==> images/pdn.png <==
Bar = 20 µm. Pins as bars on the die edge. Tap cells in grey.
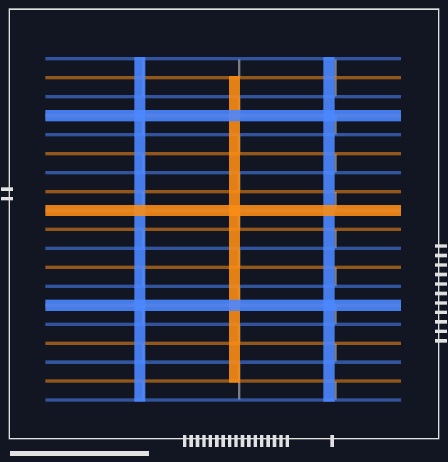
==> images/cell_classes.png <==
Bar = 20 µm.
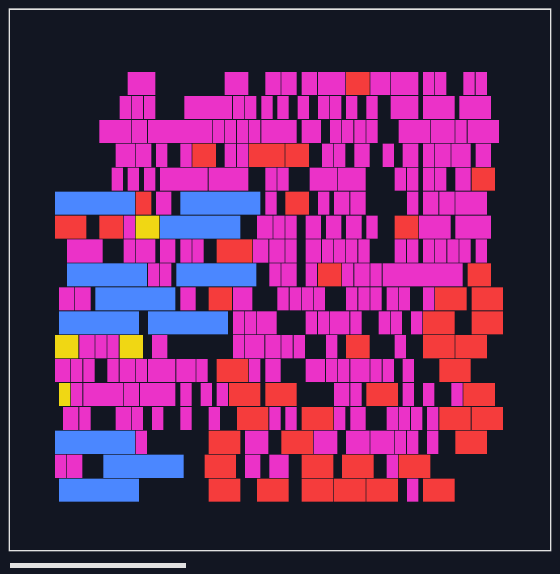
==> images/clock_map.png <==
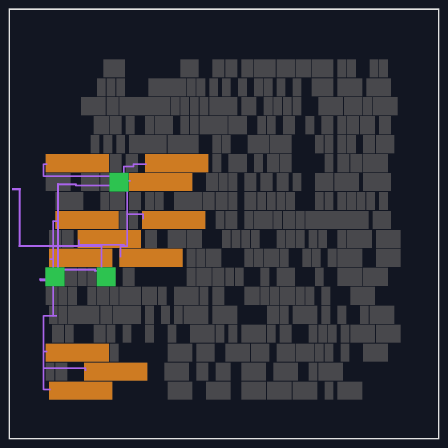
### src/rtl/mux8_rr_arbiter_if.sv
// Bundle of request, data and grant signals between eight requesters and the
// round-robin arbiter that owns the shared 8:1 output mux.
interface mux8_rr_arbiter_if;
   logic [7:0] req;
   logic [7:0] in;
   logic [7:0] gnt;
   logic [2:0] sel;
   logic       valid;
   logic       out;

   modport master (
      output req,
      output in,
      input  gnt,
      input  sel,
      input  valid,
      input  out
   );

   modport slave (
      input  req,
      input  in,
      output gnt,
      output sel,
      output valid,
      output out
   );
endinterface

### src/rtl/mux8_rr_arbiter.sv
// Eight-way round-robin arbiter with a bounded hold time, steering the shared
// 8:1 mux to the current owner's data bit.
module mux8_rr_arbiter #(
   parameter int MAX_HOLD = 4
) (
   input  logic             clk,
   input  logic             rst_n,
   mux8_rr_arbiter_if.slave bus
);

   localparam logic [3:0] HOLD_LAST = 4'(MAX_HOLD - 1);

   typedef enum logic {
      IDLE,
      GRANT
   } state_t;

   state_t     state_reg, state_next;
   logic [2:0] sel_reg, sel_next;
   logic [2:0] ptr_reg, ptr_next;
   logic [3:0] hold_cnt_reg, hold_cnt_next;

   logic [7:0] rot_req;
   logic [7:0] gnt_onehot;
   logic [7:0] others;
   logic [2:0] pick_off;
   logic [2:0] pick_idx;
   logic       any_req;
   logic       owner_req;
   logic       timeout;
   logic       valid;

   // Rotate requests so that position 0 is the pointer; the lowest set bit of
   // the rotated vector is then the round-robin winner.
   generate
      for (genvar gi = 0; gi < 8; gi++) begin : g_lane
         assign rot_req[gi]    = bus.req[ptr_reg + 3'(gi)];
         assign gnt_onehot[gi] = valid && (sel_reg == 3'(gi));
      end
   endgenerate

   always_comb begin
      pick_off = 3'd0;
      for (int i = 7; i >= 0; i--) begin
         if (rot_req[i]) begin
            pick_off = 3'(i);
         end
      end
   end

   assign valid     = (state_reg == GRANT);
   assign any_req   = |bus.req;
   assign pick_idx  = ptr_reg + pick_off;
   assign owner_req = bus.req[sel_reg];
   assign others    = bus.req & ~gnt_onehot;
   // Since ptr already sits one past the owner, re-arbitrating on timeout
   // naturally leaves the owner for last.
   assign timeout   = owner_req && (hold_cnt_reg == HOLD_LAST) && (others != 8'h00);

   always_comb begin
      state_next    = state_reg;
      sel_next      = sel_reg;
      ptr_next      = ptr_reg;
      hold_cnt_next = hold_cnt_reg;
      case (state_reg)
         IDLE: begin
            if (any_req) begin
               state_next    = GRANT;
               sel_next      = pick_idx;
               ptr_next      = pick_idx + 3'd1;
               hold_cnt_next = 4'd0;
            end
         end
         GRANT: begin
            if (owner_req && !timeout) begin
               hold_cnt_next = (hold_cnt_reg == HOLD_LAST) ? 4'd0 : hold_cnt_reg + 4'd1;
            end else if (any_req) begin
               sel_next      = pick_idx;
               ptr_next      = pick_idx + 3'd1;
               hold_cnt_next = 4'd0;
            end else begin
               state_next    = IDLE;
            end
         end
         default: begin
            state_next = IDLE;
         end
      endcase
   end

   always_ff @(posedge clk or negedge rst_n) begin
      if (!rst_n) begin
         state_reg    <= IDLE;
         sel_reg      <= 3'd0;
         ptr_reg      <= 3'd0;
         hold_cnt_reg <= 4'd0;
      end else begin
         state_reg    <= state_next;
         sel_reg      <= sel_next;
         ptr_reg      <= ptr_next;
         hold_cnt_reg <= hold_cnt_next;
      end
   end

   assign bus.gnt   = gnt_onehot;
   assign bus.sel   = sel_reg;
   assign bus.valid = valid;
   assign bus.out   = valid & bus.in[sel_reg];

endmodule

### src/flat_wrapper.sv
// flat-port wrapper written by rule: the top's interface ports become plain ports
module mux8_rr_arbiter_flat 
#(
   parameter int MAX_HOLD = 4
)
  (clk, rst_n, bus_req, bus_in, bus_gnt, bus_sel, bus_valid, bus_out);
  mux8_rr_arbiter_if bus_i ();
  input  logic clk;
  input  logic rst_n;
  input wire logic [$bits(bus_i.req)-1:0] bus_req;
  input wire logic [$bits(bus_i.in)-1:0] bus_in;
  output wire logic [$bits(bus_i.gnt)-1:0] bus_gnt;
  output wire logic [$bits(bus_i.sel)-1:0] bus_sel;
  output wire logic [$bits(bus_i.valid)-1:0] bus_valid;
  output wire logic [$bits(bus_i.out)-1:0] bus_out;
  assign bus_i.req = bus_req;
  assign bus_i.in = bus_in;
  assign bus_gnt = bus_i.gnt;
  assign bus_sel = bus_i.sel;
  assign bus_valid = bus_i.valid;
  assign bus_out = bus_i.out;
  mux8_rr_arbiter #(.MAX_HOLD(MAX_HOLD)) u_core (.clk(clk), .rst_n(rst_n), .bus(bus_i));
endmodule
### config.mk
export PLATFORM = sky130hd
export DESIGN_NAME = mux8_rr_arbiter_flat
export DESIGN_NICKNAME = d
export VERILOG_FILES = /design/src/rtl/mux8_rr_arbiter_if.sv /design/src/rtl/mux8_rr_arbiter.sv /design/src/flat_wrapper.sv
export SDC_FILE = /design/constraint.sdc
export NUM_CORES = 1
export LEC_CHECK = 0
export ABC_AREA = 1
export CORE_MARGIN = 5
export CORE_UTILIZATION = 50
export DETAILED_ROUTE_END_ITERATION = 12
export GPL_TIMING_DRIVEN = 0
export PLACE_DENSITY = 0.8
export SYNTH_ARGS = -nofsm -noshare
export SYNTH_HDL_FRONTEND = slang
export SYNTH_SLANG_ARGS = --single-unit
### constraint.sdc
create_clock -name clk -period 3.2 [get_ports clk]
set_input_delay 0.32 -clock clk [delete_from_list [all_inputs] [get_ports clk]]
set_output_delay 0.32 -clock clk [all_outputs]
set_load 0.02 [all_outputs]
==> impl.org <==
#+TITLE: Flow metrics

** Run status
- Outcome :: completed

** Final timing
- OpenROAD reports that the post-layout worst path occupies 97.21% of the period.
- Aggregate negative setup slack :: 0 ns
- At the pin with the least slew margin, the transition time is 0.4780 ns.

** Worst setup path
- Worst stage delay on the critical path :: 0.55 ns
- STA reports a reg2reg setup slack of 0.09 ns.

** Logic synthesis
- After synthesis, the cell types taking the most area are nand2_1 26%, dfrtp_1 21%, nand3_1 11%.
- Dominant non-sequential cell family after synthesis :: simple AND/OR/NAND/NOR gates
- Yosys aoi share :: 10.51%
- Floorplan net count :: 255
- Library cell occupying the most area in the post-synthesis netlist :: nand2_1
- The warning tally printed by Yosys for this design is 0.
- For this design, Yosys synthesis ends with a cell count of 231.

** Drt
- Across all layers, the routed design uses 1592 vias.
- Number of remaining DRC errors :: 0
- For this block, wires on met1 add up to 1.592 mm.
- Highest signal layer in the routed design :: met4
- Per the detail_route report, vias per standard cell equal 5.203.
- Met3 Routed Length :: 258 µm

** Clock network
- Post-CTS repair ended up resizing 3 cells.
- Postcts setup bufs :: 0

** Cells and area
- Multi-input logic area :: a little under 1000 µm²
- Number of signal-net buffers in the layout :: 44
- Of the cells placed in the final design, the portion with a size suffix greater than 1 is 18.12%.
- According to the finish report, the design has a final net count of 301.
- Sequential cell area share :: 14.82%
- Area-dominant class :: logic gates
- Antenna diode count :: 0
- Count of inverters not on the clock network in the layout :: 29

** Pwr
- Top contributor to total power :: combinational logic
- Summed over all sequential cells, the power is 250 µW.
- In this run switching power makes up a little over half of total power.

** Placement
- Routability-driven placement finished with a final weighted congestion of 0.7986.

** Global routing
- Met1 routing resource usage after global routing :: around a quarter
- Global-route met3 utilization :: 2.516%
- Entering global routing, the biggest net connects 12 pins.

** Die
- In this run the full chip footprint comes out at 3771 µm².
- Tap insertion was completed with 30 tapcells.

** Run
- Maxcap violations :: 0
-- pdn.png (at the start) --
blue -> VSS
orange -> VDD
met1 rails = 19
rows = 18
met5 straps = 3
tap cells = 30
signal pins = 31
IR Drop Worst-Case VDD: 1.152 mV
chip height: 61.41 µm

-- cell_classes.png (at the start) --
blue -> flops  # cells 11, share of their area 15%
red -> other buffers and delay cells  # cells 44, share of their area 23%
magenta -> all other logic  # cells 217, share of their area 61%
yellow -> clock drivers and dummy loads  # cells 4, share of their area 1.4%
core box area: 2500 µm²
design area: 1857 µm²
standard-cell rows: 18

-- clock_map.png (at the start) --
purple -> clock wires  # length 136 µm
orange -> flip-flops  # count 11
green -> cells driving clock nets  # count 3
routed clock nets = 4
share of power burned in the clock network: 3.7%
insertion delay of the later-clocked pin in the worst-skew pair: 0.27 ns
clock skew: 0.004773 ns
P_clk: 93.6 µW

Power is estimated from default activity; no workload was simulated.
